run_1/m1.png
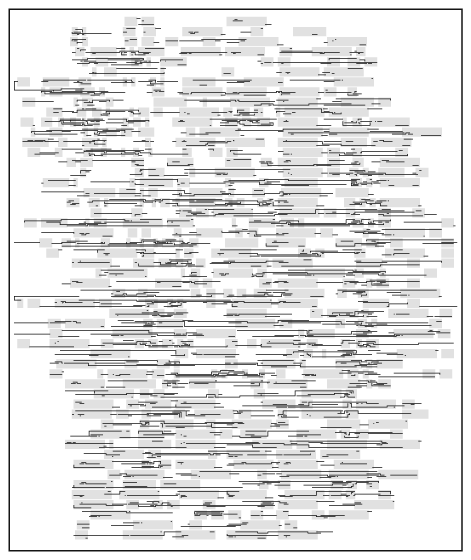
run_1/congestion_map.png
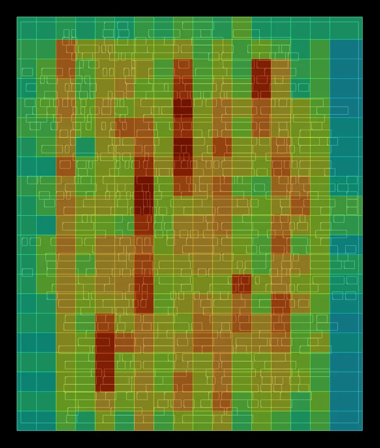
run_1/util_map.png
Scale bar: 20 µm. The die is cut into 12 by 15 equal tiles; dark blue is low, red is high, 0 to 100% covered.
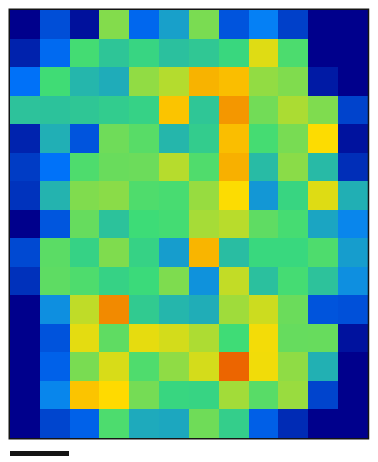
==> src/rtl/stack_pkg.sv <==
// Shared definitions for the Forth CPU hardware stack: the 2-bit operation
// encoding and the TOS source select used between controller and datapath.
package stack_pkg;

  typedef logic [1:0] op_t;

  localparam op_t OP_NOP     = 2'b00;
  localparam op_t OP_PUSH    = 2'b01;
  localparam op_t OP_POP     = 2'b10;
  localparam op_t OP_REPLACE = 2'b11;

  // Where the TOS register takes its next value from.
  typedef enum logic [1:0] {
    TOS_HOLD     = 2'b00,
    TOS_LOAD_D   = 2'b01,
    TOS_LOAD_NOS = 2'b10
  } tos_sel_e;

endpackage

==> src/rtl/stack_ctl.sv <==
// Stack controller: combinational next-state for the RAM pointer, element
// count and sticky error flags, plus the RAM write enable and the TOS source.
// Plain arithmetic on sp/depth; no storage lives here.
module stack_ctl
  import stack_pkg::*;
#(
  parameter int AW   = 3,
  parameter bit WRAP = 1'b1
) (
  input  op_t            op_i,
  input  logic [AW-1:0]  sp_i,
  input  logic [AW:0]    depth_i,
  input  logic           ovf_i,
  input  logic           unf_i,
  input  logic           clr_err_i,
  output logic [AW-1:0]  sp_d_o,
  output logic [AW:0]    depth_d_o,
  output logic           ovf_d_o,
  output logic           unf_d_o,
  output logic           mem_we_o,
  output tos_sel_e       tos_sel_o,
  output logic           empty_o,
  output logic           full_o
);

  localparam logic [AW:0] DEPTH_C = {1'b1, {AW{1'b0}}};

  assign empty_o = (depth_i == '0);
  assign full_o  = (depth_i == DEPTH_C);

  // Decode the op against the current occupancy into next-state values.
  always_comb begin
    // NOTE: every output gets a default before the case so no path leaves
    // a signal unassigned, which would infer a latch.
    sp_d_o    = sp_i;
    depth_d_o = depth_i;
    mem_we_o  = 1'b0;
    tos_sel_o = TOS_HOLD;
    // clr_err clears first; a new error below sets the flag again, so a
    // coincident error event wins over the clear.
    ovf_d_o   = ovf_i & ~clr_err_i;
    unf_d_o   = unf_i & ~clr_err_i;

    case (op_i)
      OP_PUSH, OP_REPLACE: begin
        if (op_i == OP_REPLACE && !empty_o) begin
          tos_sel_o = TOS_LOAD_D;
        end else if (full_o) begin
          // Push onto a full stack (REPLACE cannot get here: it only
          // pushes when empty).
          ovf_d_o = 1'b1;
          if (WRAP) begin
            // Circular: spill TOS over the oldest slot, count stays DEPTH.
            mem_we_o  = 1'b1;
            sp_d_o    = sp_i + AW'(1);
            tos_sel_o = TOS_LOAD_D;
          end
        end else begin
          // Ordinary push, also REPLACE on an empty stack.
          mem_we_o  = 1'b1;
          sp_d_o    = sp_i + AW'(1);
          depth_d_o = depth_i + (AW+1)'(1);
          tos_sel_o = TOS_LOAD_D;
        end
      end
      OP_POP: begin
        if (empty_o) begin
          unf_d_o = 1'b1;
        end else begin
          sp_d_o    = sp_i - AW'(1);
          depth_d_o = depth_i - (AW+1)'(1);
          tos_sel_o = TOS_LOAD_NOS;
        end
      end
      default: ;
    endcase
  end

endmodule

==> src/rtl/param_stack.sv <==
// Parameterised hardware stack for the Forth CPU data and return stacks.
// TOS is a register; deeper entries sit in an asynchronously read RAM
// addressed by sp (the next-on-stack slot). Optional build macro
// STACK_NOS_OUT_EN exposes the NOS word as an output port.
module param_stack
  import stack_pkg::*;
#(
  parameter int WIDTH = 16,
  parameter int AW    = 3,
  parameter bit WRAP  = 1'b1
) (
  input  logic             clk,
  input  logic             reset,
  input  logic             wait_state,
  input  op_t              op,
  input  logic [WIDTH-1:0] d,
  input  logic             clr_err,
  output logic [WIDTH-1:0] q,
  output logic [AW:0]      depth,
  output logic             empty,
  output logic             full,
`ifdef STACK_NOS_OUT_EN
  output logic [WIDTH-1:0] nos,
`endif
  output logic             ovf,
  output logic             unf
);

  localparam int DEPTH = 1 << AW;

  logic [WIDTH-1:0] tos_q;
  logic [AW-1:0]    sp_q, sp_d;
  logic [AW:0]      depth_q, depth_d;
  logic             ovf_q, ovf_d;
  logic             unf_q, unf_d;
  logic             mem_we;
  tos_sel_e         tos_sel;
  logic [WIDTH-1:0] nos_val;

  logic [WIDTH-1:0] mem [DEPTH];

  assign nos_val = mem[sp_q];

  stack_ctl #(
    .AW   (AW),
    .WRAP (WRAP)
  ) u_ctl (
    .op_i      (op),
    .sp_i      (sp_q),
    .depth_i   (depth_q),
    .ovf_i     (ovf_q),
    .unf_i     (unf_q),
    .clr_err_i (clr_err),
    .sp_d_o    (sp_d),
    .depth_d_o (depth_d),
    .ovf_d_o   (ovf_d),
    .unf_d_o   (unf_d),
    .mem_we_o  (mem_we),
    .tos_sel_o (tos_sel),
    .empty_o   (empty),
    .full_o    (full)
  );

  // Control state and TOS: reset wins over stall, stall freezes everything.
  always_ff @(posedge clk) begin
    // NOTE: sequential state uses non-blocking assignments so every register
    // samples the pre-edge values regardless of statement order.
    if (reset) begin
      tos_q   <= '0;
      sp_q    <= '0;
      depth_q <= '0;
      ovf_q   <= 1'b0;
      unf_q   <= 1'b0;
    end else if (!wait_state) begin
      sp_q    <= sp_d;
      depth_q <= depth_d;
      ovf_q   <= ovf_d;
      unf_q   <= unf_d;
      case (tos_sel)
        TOS_LOAD_D:   tos_q <= d;
        TOS_LOAD_NOS: tos_q <= nos_val;
        default:      tos_q <= tos_q;
      endcase
    end
  end

  // Spill the old TOS into the slot that becomes the new NOS.
  always_ff @(posedge clk) begin
    // NOTE: the RAM has no reset; depth tracks which slots are valid, and
    // keeping reset off the array lets it map onto distributed/block RAM.
    if (!reset && !wait_state && mem_we) begin
      mem[sp_d] <= tos_q;
    end
  end

  assign q     = tos_q;
  assign depth = depth_q;
  assign ovf   = ovf_q;
  assign unf   = unf_q;

`ifdef STACK_NOS_OUT_EN
  assign nos = nos_val;
`endif

endmodule

==> config.mk <==
export PLATFORM = sky130hd
export DESIGN_NAME = param_stack
export DESIGN_NICKNAME = d
export VERILOG_FILES = /design/src/rtl/stack_pkg.sv /design/src/rtl/stack_ctl.sv /design/src/rtl/param_stack.sv
export SDC_FILE = /design/constraint.sdc
export NUM_CORES = 1
export LEC_CHECK = 0
export CELL_PAD_IN_SITES_DETAIL_PLACEMENT = 1
export CELL_PAD_IN_SITES_GLOBAL_PLACEMENT = 2
export CORE_ASPECT_RATIO = 1.2
export CORE_UTILIZATION = 38
export DETAILED_ROUTE_END_ITERATION = 7
export PLACE_DENSITY = 0.73
export SLEW_MARGIN = 20
export SYNTH_ARGS = -nofsm -noshare
export SYNTH_HDL_FRONTEND = slang
export SYNTH_HIERARCHICAL = 1
export SYNTH_SLANG_ARGS = --single-unit
==> constraint.sdc <==
create_clock -name clk -period 3.3 [get_ports clk]
set_clock_uncertainty 0.15 [all_clocks]
set_input_delay 0.33 -clock clk [delete_from_list [all_inputs] [get_ports clk]]
set_output_delay 0.33 -clock clk [all_outputs]
set_load 0.01 [all_outputs]
==> report_table.html, run 1 <==
<!-- implementation run metrics -->
<table>
<tr><th>Metric</th><th>Value</th></tr>
<tr><th colspan="2">Critical path</th></tr>
<tr><td>Reg2Reg Depth</td><td>9</td></tr>
<tr><td>Arrival time at the worst endpoint</td><td>2.92 ns</td></tr>
<tr><td>Nature of the critical path startpoint</td><td>flip-flop</td></tr>
<tr><td>Crit path kind</td><td>flip-flop to flip-flop</td></tr>
<tr><td>Largest fanout on the critical path</td><td>11</td></tr>
<tr><td>Element type at the critical path end</td><td>flip-flop</td></tr>
<tr><td>WP data required</td><td>3.26 ns</td></tr>
<tr><td>Worst reg2reg setup slack</td><td>0.33 ns</td></tr>
<tr><th colspan="2">Global routing</th></tr>
<tr><td>Met3 demand-to-capacity share in global routing</td><td>3.53%</td></tr>
<tr><td>Overflow after GRT</td><td>0</td></tr>
<tr><td>All-layer global routing usage</td><td>18.4%</td></tr>
<tr><td>GR peak layer</td><td>met2</td></tr>
<tr><td>Wire length of the first global-routing pass</td><td>23800 µm</td></tr>
<tr><td>GRT met1 Usage</td><td>23.9%</td></tr>
<tr><td>Via count of the first global-routing pass</td><td>4193</td></tr>
<tr><td>Antenna violations before repair</td><td>0</td></tr>
<tr><th colspan="2">Yosys</th></tr>
<tr><td>Mapped Nets</td><td>473</td></tr>
<tr><td>Cell taking the most area after synthesis</td><td>sky130_fd_sc_hd__edfxtp_1</td></tr>
<tr><td>Cell count after synthesis</td><td>446</td></tr>
<tr><td>Ys cells</td><td>446</td></tr>
<tr><td>Dominant Register Cell</td><td>sky130_fd_sc_hd__edfxtp_1</td></tr>
<tr><td>Cell Area, Synth</td><td>6560 µm²</td></tr>
<tr><td>FFs w/ async S/R, synth</td><td>0%</td></tr>
<tr><td>Proportion of netlist area held by the largest area contributor</td><td>58.6%</td></tr>
<tr><td>Number of enable flip-flop cells</td><td>128</td></tr>
<tr><th colspan="2">Clocking</th></tr>
<tr><td>Total of hold buffers inserted after clock tree synthesis</td><td>0</td></tr>
<tr><td>H-tree levels</td><td>4</td></tr>
<tr><td>Clock latency of the later-clocked register in the worst-skew pair</td><td>0.42 ns</td></tr>
<tr><td>Clock tree from TritonCTS</td><td>built</td></tr>
<tr><td>Resized Gates After CTS</td><td>0</td></tr>
<tr><td>Number of buffers inserted by post-CTS setup repair</td><td>0</td></tr>
<tr><td>Clock Pin Slew Worst Setup and Hold Paths</td><td>0.06 ns</td></tr>
<tr><td>Deepest clock path buffer count</td><td>2</td></tr>
<tr><td>Number of buffers inserted during clock tree synthesis</td><td>17</td></tr>
<tr><td>CTS sink count</td><td>156</td></tr>
<tr><td>CTS Root Cell</td><td>sky130_fd_sc_hd__clkbuf_16</td></tr>
<tr><th colspan="2">Run status</th></tr>
<tr><td>Status</td><td>completed</td></tr>
<tr><th colspan="2">Floorplanning</th></tr>
<tr><td>Core Util at FP</td><td>38.9%</td></tr>
<tr><td>Cell Rows</td><td>52</td></tr>
<tr><td>Count of boundary I/O pins</td><td>46</td></tr>
<tr><th colspan="2">STA</th></tr>
<tr><td>Remaining max-slew budget at the tightest pin</td><td>41.2%</td></tr>
<tr><td>Setup TNS</td><td>0 ns</td></tr>
<tr><td>Hold WS</td><td>0.393 ns</td></tr>
<tr><td>Finish-stage setup viols</td><td>0</td></tr>
<tr><td>Max Freq</td><td>0.337 GHz</td></tr>
<tr><td>Actual transition at the worst max-transition pin</td><td>0.883 ns</td></tr>
<tr><th colspan="2">Final layout</th></tr>
<tr><td>Design Area, Final</td><td>7880 µm²</td></tr>
<tr><td># nets final</td><td>531</td></tr>
<tr><td>Antenna fix cells</td><td>0</td></tr>
<tr><td>Final standard cell count with taps included and fillers excluded</td><td>733</td></tr>
<tr><td>Share of final-layout standard cells stronger than drive strength 1</td><td>13.0%</td></tr>
<tr><td>Register area</td><td>4410 µm²</td></tr>
<tr><th colspan="2">Flow run</th></tr>
<tr><td>Tool Warnings</td><td>29</td></tr>
<tr><td>Max Cap Violations</td><td>0</td></tr>
<tr><th colspan="2">Power</th></tr>
<tr><td>Final total power</td><td>4.63 mW</td></tr>
<tr><td>Portion of total power attributed to the clock network</td><td>39.8%</td></tr>
<tr><td>Ratio of total power to cell area</td><td>589 nW/µm²</td></tr>
<tr><td>Largest vdd supply drop</td><td>318 µV</td></tr>
<tr><td>Sequential Power Share</td><td>49.2%</td></tr>
<tr><td>Switching Share</td><td>23.7%</td></tr>
<tr><td>Leakage power total</td><td>2.62 nW</td></tr>
<tr><td>Reported net switching power</td><td>1.10 mW</td></tr>
<tr><td>Combinational fraction of design power</td><td>11.0%</td></tr>
<tr><th colspan="2">Detailed routing</th></tr>
<tr><td>DRC violations left</td><td>0</td></tr>
<tr><td>Via count</td><td>3892</td></tr>
<tr><td>Post-DRT Antenna Nets</td><td>0</td></tr>
<tr><td>Mean number of vias per cell</td><td>5.31</td></tr>
<tr><td>Detailed router's first-iteration violation count</td><td>231</td></tr>
<tr><th colspan="2">Min path</th></tr>
<tr><td>Worst hold start</td><td>ovf</td></tr>
<tr><td>Hold Path Depth</td><td>2</td></tr>
<tr><td>Worst hold path endpoint</td><td>ovf</td></tr>
<tr><th colspan="2">Placed design</th></tr>
<tr><td>Final weighted congestion of routability-driven global placement</td><td>0.748</td></tr>
<tr><td>Placed cell count</td><td>701</td></tr>
<tr><td>Placed inst area</td><td>7310 µm²</td></tr>
<tr><td>IO Port Bufs</td><td>45</td></tr>
</table>
About m1.png:
The layer carries 6790 µm of wire. The layer holds 44% of the routed length. The longest straight run is 47.8 µm.

About congestion_map.png:
post-DR wirelength/cell: 20.9 µm
met2 usage: 29.8%

About util_map.png:
The mean over all tiles is 43%. 6.1% of the tiles are over 75% full. 8.9% of the tiles are nearly empty. The fullest tile reaches 89%.

run 1: power by group through the flow:
| stage | combinational (mW) | sequential (mW) | clock, mW |
|---|---|---|---|
| after global routing | 0.554 | 2.29 | 1.95 |
| after CTS | 0.515 | 2.28 | 1.88 |
| after global placement | 0.504 | 2.32 | 0 |
| after detailed placement | 0.513 | 2.32 | 0 |
| after floorplan | 0.368 | 2.28 | 0 |
| final | 0.509 | 2.28 | 1.84 |
run 1: area by class of cell:
cell class	instances	area share, %
clock buffer	18	5.45
clock inverter	14	1.64
inverter	10	0.477
multi-input combinational	249	24.8
sequential	156	56.0
tap	216	3.43
timing repair buffer	70	8.20
run 1: critical path, cell delays in order (launching register included):
cell                       delay [ns]
sky130_fd_sc_hd__dfxtp_1         0.38
sky130_fd_sc_hd__inv_1           0.08
sky130_fd_sc_hd__ha_1            0.23
sky130_fd_sc_hd__or3b_1          0.48
sky130_fd_sc_hd__and2_4          0.24
sky130_fd_sc_hd__o21ai_2         0.18
sky130_fd_sc_hd__xor2_2          0.30
sky130_fd_sc_hd__nand2b_1        0.12
sky130_fd_sc_hd__nor2_1          0.21
sky130_fd_sc_hd__buf_4           0.29
run 1: state kept, by name, indices dropped and copies added (netlist names), named ones only:
signal	cells
mem	128
q	16
depth	4
sp_q	3
ovf	1
unf	1
run 1: placed cells by master, fill, tap and decap left out, types with 4 or more instances in the layout:
cell	instances
sky130_fd_sc_hd__o21ai_0	20
sky130_fd_sc_hd__clkinv_1	4
sky130_fd_sc_hd__nor2b_1	4
sky130_fd_sc_hd__buf_4	24
sky130_fd_sc_hd__clkinvlp_4	4
sky130_fd_sc_hd__nor2_1	18
sky130_fd_sc_hd__edfxtp_1	128
sky130_fd_sc_hd__clkdlybuf4s50_1	44
sky130_fd_sc_hd__a31o_2	5
sky130_fd_sc_hd__ha_1	5
sky130_fd_sc_hd__dfxtp_1	27
sky130_fd_sc_hd__a21oi_1	17
sky130_fd_sc_hd__or4b_1	16
sky130_fd_sc_hd__o211ai_1	4
sky130_fd_sc_hd__a22oi_1	32
sky130_fd_sc_hd__clkbuf_16	17
sky130_fd_sc_hd__inv_1	10
sky130_fd_sc_hd__nand2_1	10
sky130_fd_sc_hd__mux2i_1	76
sky130_fd_sc_hd__nand3_1	5
sky130_fd_sc_hd__a31o_1	11
run 1: logic make-up after synthesis:
kind of cell | Yosys count | synth area share [%]
DFF | 156 | 67.2
AOI/OAI and AO/OA | 96 | 9.88
muxes | 77 | 11.8
and+or+nand+nor | 67 | 6.41
buffers and inverters | 41 | 3.28
adders and majority gates | 5 | 0.954
xor gates and xnor gates | 4 | 0.534
run 1: routing by layer:
metal,vias up,wire (µm)
met3,20,656
met1,1947,6790
met2,81,7630
li1,1844,-
met5,-,0
met4,0,248
run 1: worst max path at each step:
stage	start	to	depth (start not counted)
after global routing	depth[0]	mem[5][7]	9
after floorplan	depth[0]	mem[1][0]	8
after detailed placement	depth[0]	mem[4][1]	9
after CTS	depth[0]	mem[4][1]	9
final	depth[0]	mem[4][1]	9
after global placement	depth[1]	mem[4][1]	9
==> run 1 -> run 2 <==
--- a/config.mk
+++ b/config.mk
@@ -5,6 +5,7 @@
 export SDC_FILE = /design/constraint.sdc
 export NUM_CORES = 1
 export LEC_CHECK = 0
+export CAP_MARGIN = 20
 export CELL_PAD_IN_SITES_DETAIL_PLACEMENT = 1
 export CELL_PAD_IN_SITES_GLOBAL_PLACEMENT = 2
 export CORE_ASPECT_RATIO = 1.2
==> run 2 against run 1 <==
  * Clock-buffer cell count unchanged
  * Non-clock buffer count unchanged
  * Largest power group unchanged
  * Power unchanged
  * Via count unchanged
  * Worst hold slack unchanged
  * Critical path type unchanged
  * Critical path depth unchanged
  * Fmax unchanged
  * Flip-flop count unchanged
==> report_table.html, run 2 <==
<!-- implementation run metrics -->
<table>
<tr><th>Metric</th><th>Value</th></tr>
<tr><th colspan="2">Power</th></tr>
<tr><td>Reported net switching power</td><td>1.10 mW (unchanged)</td></tr>
<tr><td>Largest vdd supply drop</td><td>318 µV (unchanged)</td></tr>
<tr><td>Combinational fraction of design power</td><td>11.0% (about the same)</td></tr>
<tr><td>Leakage power total</td><td>2.62 nW (unchanged)</td></tr>
<tr><td>Sequential Power Share</td><td>49.2% (about the same)</td></tr>
<tr><th colspan="2">Placed design</th></tr>
<tr><td>Placed cell count</td><td>701 (unchanged)</td></tr>
<tr><td>Placed inst area</td><td>7310 µm² (unchanged)</td></tr>
<tr><td>IO Port Bufs</td><td>45 (unchanged)</td></tr>
<tr><th colspan="2">Run status</th></tr>
<tr><td>Status</td><td>completed</td></tr>
<tr><th colspan="2">Final layout</th></tr>
<tr><td>Antenna fix cells</td><td>0 (unchanged)</td></tr>
<tr><td># nets final</td><td>531 (unchanged)</td></tr>
<tr><td>Most common logic cells in the final layout</td><td>sky130_fd_sc_hd__edfxtp_1, sky130_fd_sc_hd__mux2i_1, sky130_fd_sc_hd__clkdlybuf4s50_1, sky130_fd_sc_hd__a22oi_1, sky130_fd_sc_hd__dfxtp_1</td></tr>
<tr><td>Design Area, Final</td><td>7880 µm² (unchanged)</td></tr>
<tr><td>Final standard cell count with taps included and fillers excluded</td><td>733 (unchanged)</td></tr>
<tr><td>Top register by number of flip-flops</td><td>mem</td></tr>
<tr><td>Most frequently placed logic cell in the final layout</td><td>sky130_fd_sc_hd__edfxtp_1</td></tr>
<tr><td>Number of flip-flops in the largest register</td><td>128 (unchanged)</td></tr>
<tr><th colspan="2">Yosys</th></tr>
<tr><td>Cell taking the most area after synthesis</td><td>sky130_fd_sc_hd__edfxtp_1</td></tr>
<tr><td>Number of enable flip-flop cells</td><td>128 (unchanged)</td></tr>
<tr><td>Mapped Nets</td><td>473 (unchanged)</td></tr>
<tr><td>Ys cells</td><td>446 (unchanged)</td></tr>
<tr><td>Cell Area, Synth</td><td>6560 µm² (unchanged)</td></tr>
<tr><td>FFs w/ async S/R, synth</td><td>0% (unchanged)</td></tr>
<tr><td>Proportion of netlist area held by the largest area contributor</td><td>58.6% (unchanged)</td></tr>
<tr><th colspan="2">Clocking</th></tr>
<tr><td>Number of buffers inserted by post-CTS setup repair</td><td>0 (unchanged)</td></tr>
<tr><td>Deepest clock path buffer count</td><td>2 (unchanged)</td></tr>
<tr><td>CTS sink count</td><td>156 (unchanged)</td></tr>
<tr><td>CTS Root Cell</td><td>sky130_fd_sc_hd__clkbuf_16</td></tr>
<tr><td>Clock tree from TritonCTS</td><td>built</td></tr>
<tr><td>Clock Pin Slew Worst Setup and Hold Paths</td><td>0.06 ns (about the same)</td></tr>
<tr><td>Total of hold buffers inserted after clock tree synthesis</td><td>0 (unchanged)</td></tr>
<tr><td>Resized Gates After CTS</td><td>0 (unchanged)</td></tr>
<tr><td>Clock latency of the later-clocked register in the worst-skew pair</td><td>0.42 ns (about the same)</td></tr>
<tr><th colspan="2">Critical path</th></tr>
<tr><td>Crit path kind</td><td>flip-flop to flip-flop</td></tr>
<tr><td>Arrival time at the worst endpoint</td><td>2.92 ns (about the same)</td></tr>
<tr><td>Element type at the critical path end</td><td>flip-flop</td></tr>
<tr><td>Reg2Reg Depth</td><td>9 (unchanged)</td></tr>
<tr><td>Start point of the critical path</td><td>depth[0]</td></tr>
<tr><td>Nature of the critical path startpoint</td><td>flip-flop</td></tr>
<tr><td>WP data required</td><td>3.26 ns (about the same)</td></tr>
<tr><td>Largest fanout on the critical path</td><td>11 (unchanged)</td></tr>
<tr><td>Worst setup endpoint</td><td>mem[4][1]</td></tr>
<tr><th colspan="2">Global routing</th></tr>
<tr><td>Via count of the first global-routing pass</td><td>4193 (unchanged)</td></tr>
<tr><td>Antenna violations before repair</td><td>0 (unchanged)</td></tr>
<tr><th colspan="2">Detailed routing</th></tr>
<tr><td>Post-DRT Antenna Nets</td><td>0 (unchanged)</td></tr>
<tr><td>Via count</td><td>3892 (unchanged)</td></tr>
<tr><td>Post-DR wirelength/cell</td><td>20.9 µm (unchanged)</td></tr>
<tr><td>Mean number of vias per cell</td><td>5.31 (unchanged)</td></tr>
<tr><th colspan="2">Floorplanning</th></tr>
<tr><td>Core Util at FP</td><td>38.9% (unchanged)</td></tr>
<tr><td>Cell Rows</td><td>52 (unchanged)</td></tr>
<tr><th colspan="2">STA</th></tr>
<tr><td>Max Freq</td><td>0.337 GHz (unchanged)</td></tr>
<tr><td>Actual transition at the worst max-transition pin</td><td>0.883 ns (unchanged)</td></tr>
<tr><th colspan="2">Flow run</th></tr>
<tr><td>Max Cap Violations</td><td>0 (unchanged)</td></tr>
</table>
==> run 2: cell counts in the layout (fill, tap and decap cells not counted) <==
Identical to the previous run, type by type.
==> run 2: logic make-up (layout without fill, tap and decap cells) <==
kind of cell               after synthesis  count (layout)  share of synthesized area (%)
muxes                                   77              77                           11.8
xor gates and xnor gates                 4               4                          0.534
and+or+nand+nor                         67              67                           6.41
adders and majority gates                5               5                          0.954
buffers and inverters                   41             112                           3.28
DFF                                    156             156                           67.2
AOI/OAI and AO/OA                       96              96                           9.88
==> run 2: worst max-delay path, cell delays in order, from the launching register on <==
cell and delay (ns):
sky130_fd_sc_hd__dfxtp_1 0.38, sky130_fd_sc_hd__inv_1 0.08, sky130_fd_sc_hd__ha_1 0.23, sky130_fd_sc_hd__or3b_1 0.48, sky130_fd_sc_hd__and2_4 0.24, sky130_fd_sc_hd__o21ai_2 0.18, sky130_fd_sc_hd__xor2_2 0.30, sky130_fd_sc_hd__nand2b_1 0.12
sky130_fd_sc_hd__nor2_1 0.21, sky130_fd_sc_hd__buf_4 0.29
==> run 2: metal layers <==
metal / vias to the layer above / track usage [%] / share of wire (%) / wire length, µm
li1: 1844 / - / - / -
met1: 1947 / 23.9 / 44 / 6790
met2: 81 / 29.8 / 50 / 7630
met3: 20 / 3.53 / 4.3 / 656
met4: 0 / 7.59 / 1.6 / 248
met5: - / 0 / 0 / 0
==> run 2: area by class of cell <==
| type | count | area (µm²) |
|---|---|---|
| fillers | 1666 | 8980 |
| flip-flops and latches | 156 | 4410 |
| multi-input cells | 249 | 1960 |
| repair buffers | 70 | 646 |
| clock buffers | 18 | 429 |
| well taps | 216 | 270 |
| clock inverters | 14 | 129 |
| inverters | 10 | 37.5 |
==> run 2: through the flow <==
stage,power (mW),worst slack (ns),hold slack (ns),setup TNS (ns)
after floorplan,2.64,-0.0866,0.361,-2.68
after global placement,2.82,0.305,0.356,0
after detailed placement,2.84,0.207,0.375,0
after CTS,4.68,0.196,0.394,0
after global routing,4.80,0.111,0.440,0
final,4.63,0.331,0.393,0
==> run 2: worst min path at each step <==
stage	startpoint	end	slack (ns)	cells past startpoint
5_1_grt	ovf	ovf	0.44	2
6_report	ovf	ovf	0.39	2
3_5_place_dp	ovf	ovf	0.38	2
3_3_place_gp	ovf	ovf	0.36	2
4_1_cts	ovf	ovf	0.39	2
2_1_floorplan	sp_q[2]	flip-flop	0.36	2
==> run 2: power by group through the flow <==
stage	combinational, mW	clock (mW)	sequential [mW]
4_1_cts	0.515	1.88	2.28
2_1_floorplan	0.368	0	2.28
5_1_grt	0.554	1.95	2.29
3_5_place_dp	0.513	0	2.32
3_3_place_gp	0.504	0	2.32
6_report	0.509	1.84	2.28
run_2/m1.png
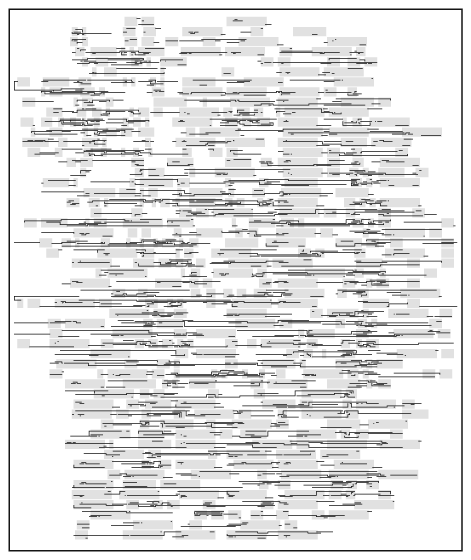
The wires run mostly horizontal. The layer holds 44% of the routed length. 494 nets have wire on it. The layer carries 6790 µm of wire.

run_2/m2.png
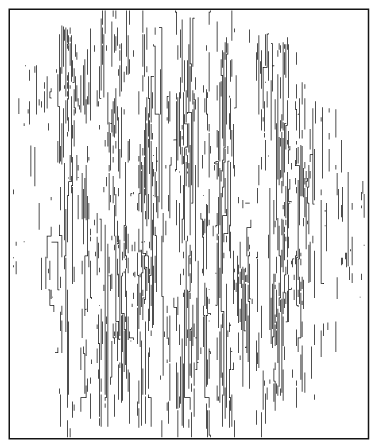
The layer holds 50% of the routed length. The longest straight run is 62.2 µm. The layer carries 7630 µm of wire.

==> run 2 -> run 3 <==
==> constraint.sdc (replaced) <==
create_clock -name clk -period 3.3 [get_ports clk]
set_clock_uncertainty 0.15 [all_clocks]
set_input_delay 0.33 -clock clk [delete_from_list [all_inputs] [get_ports clk]]
set_output_delay 0.33 -clock clk [all_outputs]
set_load 0.05 [all_outputs]
==> run 3 against run 2 <==
  * First-iteration DRC count is 3.0% higher
  * Power is 2.4% higher
  * Register-to-register slack worse by 0.02 ns
  * Highest routed layer unchanged
  * Non-clock buffer count is 3 higher
  * Synthesized area stayed put
  * Clock power is 3% higher
  * Largest cell class unchanged
  * Die area stayed put
  * Synthesized cell count stayed put
==> report_table.html, run 3 <==
<!-- implementation run metrics -->
<table>
<tr><th>Metric</th><th>Value</th></tr>
<tr><th colspan="2">Run status</th></tr>
<tr><td>Status</td><td>completed</td></tr>
<tr><th colspan="2">Critical path</th></tr>
<tr><td>Critical path, cell by cell</td><td>inv_1 -&gt; ha_1 -&gt; or3b_1 -&gt; inv_1 -&gt; clkdlybuf4s50_1</td></tr>
<tr><td>Worst stage delay on the critical path</td><td>0.81 ns (+0.33 ns)</td></tr>
<tr><td>Reg2Reg Depth</td><td>9 (unchanged)</td></tr>
<tr><td>Crit path kind</td><td>flip-flop to output port</td></tr>
<tr><td>Cell repeated most along the worst path</td><td>sky130_fd_sc_hd__inv_1</td></tr>
<tr><td>Arrival time at the worst endpoint</td><td>2.54 ns (-0.38 ns)</td></tr>
<tr><td>Critical-path top delay cell</td><td>sky130_fd_sc_hd__clkdlybuf4s50_1</td></tr>
<tr><td>Worst path bufs/invs</td><td>3 (+1)</td></tr>
<tr><td>Largest fanout on the critical path</td><td>8 (-3)</td></tr>
<tr><td>Reg2Reg Launch Point</td><td>depth[0]</td></tr>
<tr><td>WP data required</td><td>2.82 ns (-0.44 ns)</td></tr>
<tr><td>Nature of the critical path startpoint</td><td>flip-flop</td></tr>
<tr><td>Worst reg2reg setup slack</td><td>0.31 ns</td></tr>
<tr><td>Worst path top cell family by delay</td><td>buffers and inverters</td></tr>
<tr><td>Element type at the critical path end</td><td>output port</td></tr>
<tr><th colspan="2">Yosys</th></tr>
<tr><td>Post-synthesis register bit count</td><td>156</td></tr>
<tr><td>Ys cells</td><td>446 (unchanged)</td></tr>
<tr><td>Cell count after synthesis</td><td>446</td></tr>
<tr><td>Proportion of netlist area held by the largest area contributor</td><td>58.6% (unchanged)</td></tr>
<tr><td>Yosys chip area</td><td>6560 µm²</td></tr>
<tr><td>Distinct lib cells used</td><td>39</td></tr>
<tr><td>FFs w/ async S/R, synth</td><td>0% (unchanged)</td></tr>
<tr><td>Number of enable flip-flop cells</td><td>128 (unchanged)</td></tr>
<tr><td>Cell Area, Synth</td><td>6560 µm² (unchanged)</td></tr>
<tr><td>Total number of yosys warnings</td><td>6</td></tr>
<tr><td>Cell taking the most area after synthesis</td><td>sky130_fd_sc_hd__edfxtp_1</td></tr>
<tr><td>Mapped Nets</td><td>473 (unchanged)</td></tr>
<tr><th colspan="2">Detailed routing</th></tr>
<tr><td>Mean number of vias per cell</td><td>5.44 (+2.4%)</td></tr>
<tr><td>Post-DR wirelength/cell</td><td>21.6 µm (+3.1%)</td></tr>
<tr><td>Via count</td><td>4003 (+2.9%)</td></tr>
<tr><td>Post-DRT Antenna Nets</td><td>0 (unchanged)</td></tr>
<tr><th colspan="2">Min path</th></tr>
<tr><td>Worst hold start</td><td>unf</td></tr>
<tr><td>Hold Path Depth</td><td>2 (unchanged)</td></tr>
<tr><td>Worst Hold Class</td><td>flip-flop to flip-flop</td></tr>
<tr><td>Worst hold path endpoint</td><td>unf</td></tr>
<tr><th colspan="2">Global routing</th></tr>
<tr><td>Via count of the first global-routing pass</td><td>4349 (+3.7%)</td></tr>
<tr><td>Antenna violations before repair</td><td>0 (unchanged)</td></tr>
<tr><td>Largest net degree at the start of global routing</td><td>44</td></tr>
<tr><th colspan="2">Placed design</th></tr>
<tr><td>IO Port Bufs</td><td>45 (unchanged)</td></tr>
<tr><td>Placed cell count</td><td>704 (+0.43%)</td></tr>
<tr><td>Pre-CTS setup slack</td><td>0.164 ns (-0.0434 ns)</td></tr>
<tr><th colspan="2">Clocking</th></tr>
<tr><td>Clock Pin Slew Worst Setup and Hold Paths</td><td>0.06 ns (about the same)</td></tr>
<tr><td>Total of hold buffers inserted after clock tree synthesis</td><td>0 (unchanged)</td></tr>
<tr><td>Number of buffers inserted during clock tree synthesis</td><td>17</td></tr>
<tr><td>Deepest clock path buffer count</td><td>2 (unchanged)</td></tr>
<tr><td>CTS sink count</td><td>156 (unchanged)</td></tr>
<tr><td>Clock tree from TritonCTS</td><td>built</td></tr>
<tr><td>CTS Root Cell</td><td>sky130_fd_sc_hd__clkbuf_16</td></tr>
<tr><td>Clock latency of the later-clocked register in the worst-skew pair</td><td>0.43 ns (about the same)</td></tr>
<tr><th colspan="2">STA</th></tr>
<tr><td>Finish-stage setup viols</td><td>0</td></tr>
<tr><td>Final slew viol count</td><td>0</td></tr>
<tr><td>Final critical path time including I/O delays and setup</td><td>3.02 ns</td></tr>
<tr><td>Actual transition at the worst max-transition pin</td><td>0.880 ns (-0.00215 ns)</td></tr>
<tr><td>Remaining max-slew budget at the tightest pin</td><td>41.3%</td></tr>
<tr><td>Hold WS</td><td>0.383 ns (-0.0108 ns)</td></tr>
<tr><td>Crit share post-route</td><td>91.4%</td></tr>
<tr><td>Crit path setup slack, layout</td><td>0.284 ns (-0.0463 ns)</td></tr>
<tr><td>Max Freq</td><td>0.332 GHz (-1.5%)</td></tr>
<tr><th colspan="2">Final layout</th></tr>
<tr><td>Number of flip-flops in the largest register</td><td>128 (unchanged)</td></tr>
<tr><td>Total of fill cells in the finished design</td><td>1661 (-0.30%)</td></tr>
<tr><td>Combinational Area</td><td>1960 µm² (unchanged)</td></tr>
<tr><td># nets final</td><td>534 (+0.56%)</td></tr>
<tr><td>Antenna fix cells</td><td>0 (unchanged)</td></tr>
<tr><td>Final standard cell count with taps included and fillers excluded</td><td>736 (+0.41%)</td></tr>
<tr><td>Most frequently placed logic cell in the final layout</td><td>sky130_fd_sc_hd__edfxtp_1</td></tr>
<tr><td>Top register by number of flip-flops</td><td>mem</td></tr>
<tr><td>Register area</td><td>4410 µm² (unchanged)</td></tr>
<tr><td>Most common logic cells in the final layout</td><td>sky130_fd_sc_hd__edfxtp_1, sky130_fd_sc_hd__mux2i_1, sky130_fd_sc_hd__clkdlybuf4s50_1, sky130_fd_sc_hd__a22oi_1, sky130_fd_sc_hd__buf_4</td></tr>
<tr><th colspan="2">Flow run</th></tr>
<tr><td>Max Cap Violations</td><td>0 (unchanged)</td></tr>
<tr><td>Tool Warnings</td><td>29</td></tr>
<tr><th colspan="2">Floorplanning</th></tr>
<tr><td>Count of boundary I/O pins</td><td>46</td></tr>
<tr><td>Cell Rows</td><td>52 (unchanged)</td></tr>
<tr><td>Core Util at FP</td><td>38.9% (unchanged)</td></tr>
<tr><th colspan="2">Power</th></tr>
<tr><td>Leakage power total</td><td>2.64 nW (+1.1%)</td></tr>
<tr><td>Largest vdd supply drop</td><td>262 µV (-17%)</td></tr>
</table>
## run 3: final cells by class
cell class,instances,area share [%]
flip-flops and latches,156,55.8
multi-input cells,249,24.8
repair buffers,73,8.30
clock buffers,17,5.39
well taps,216,3.42
clock inverters,15,1.85
inverters,10,0.475
## run 3: where the power goes
group	leakage [nW]	switching (mW)	internal, mW
registers	1.41	0.0881	2.19
logic	0.956	0.330	0.248
clock network	0.279	0.778	1.11
## run 3: routing by layer
layer	share of wire (%)	wire, µm	track usage (%)	vias up
met2	51	8120	31.5	82
met4	1.6	259	6.79	0
li1	-	-	-	1853
met5	0	0	0	-
met1	44	6920	24.6	2044
met3	3.5	559	4.70	24
## run 3: worst register-to-register path, delay by kind of cell, from the launching register on
family	cells	cell delay, ns
fa+ha+maj	2	0.51
buf+inv	2	0.31
flops	1	0.37
compound gates	2	0.32
simple gates	3	1.27
## run 3: what timing repair did
item / in CTS / in global routing
buffers inserted: 0 / 0
resized: 0 / 1
setup endpoints to repair: 0 / 11
## run 3: worst max-delay path by stage
stage                        start   endpoint  slack (ns)  depth (start not counted)
after floorplan           depth[0]  mem[1][0]       -0.27                          8
after global placement    depth[0]  mem[4][3]        0.29                          9
after detailed placement  depth[0]  mem[4][1]        0.16                          9
after CTS                 depth[0]  mem[4][8]        0.17                          9
after global routing      depth[0]  mem[3][3]        0.14                          9
final                     depth[0]      empty        0.28                          5
## run 3: metrics by stage
| stage | utilization, % | power (mW) | instance area, µm² | setup TNS [ns] |
|---|---|---|---|---|
| 6_report | 46.9 | 4.74 | 7900 | 0 |
| 3_3_place_gp | 43.4 | 2.89 | 7320 | 0 |
| 4_1_cts | 46.8 | 4.80 | 7890 | 0 |
| 2_1_floorplan | - | 2.71 | 6560 | -9.28 |
| 3_5_place_dp | 43.4 | 2.90 | 7320 | 0 |
| 5_1_grt | 46.9 | 4.91 | 7900 | 0 |
## run 3: cell families after synthesis
kind of cell / share of synthesized area [%]
buffers and inverters: 3.28
muxes: 11.8
DFF: 67.2
AOI/OAI and AO/OA: 9.88
adders and majority gates: 0.954
xor gates and xnor gates: 0.534
and+or+nand+nor: 6.41
run_3/m4.png
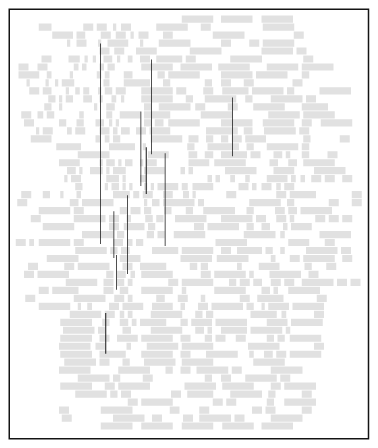
The layer holds 1.6% of the routed length. The wires run mostly vertical. 6 nets have wire on it. The longest straight run is 68.0 µm. The layer carries 259 µm of wire.

run_3/util_map.png
Scale bar: 20 µm. The die is cut into 12 by 15 equal tiles; dark blue is low, red is high, 0 to 100% covered.
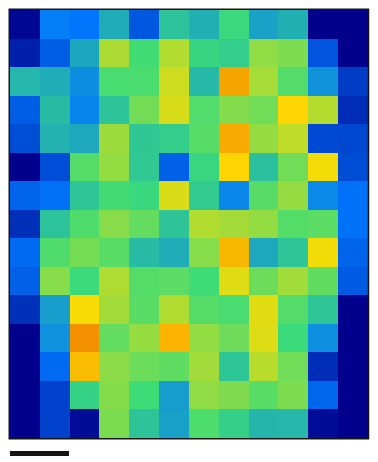
The mean over all tiles is 43%. 7.8% of the tiles are nearly empty. The fullest tile reaches 84%. 4.4% of the tiles are over 75% full.

No activity file was given, so power comes from the tool's default toggle rates.
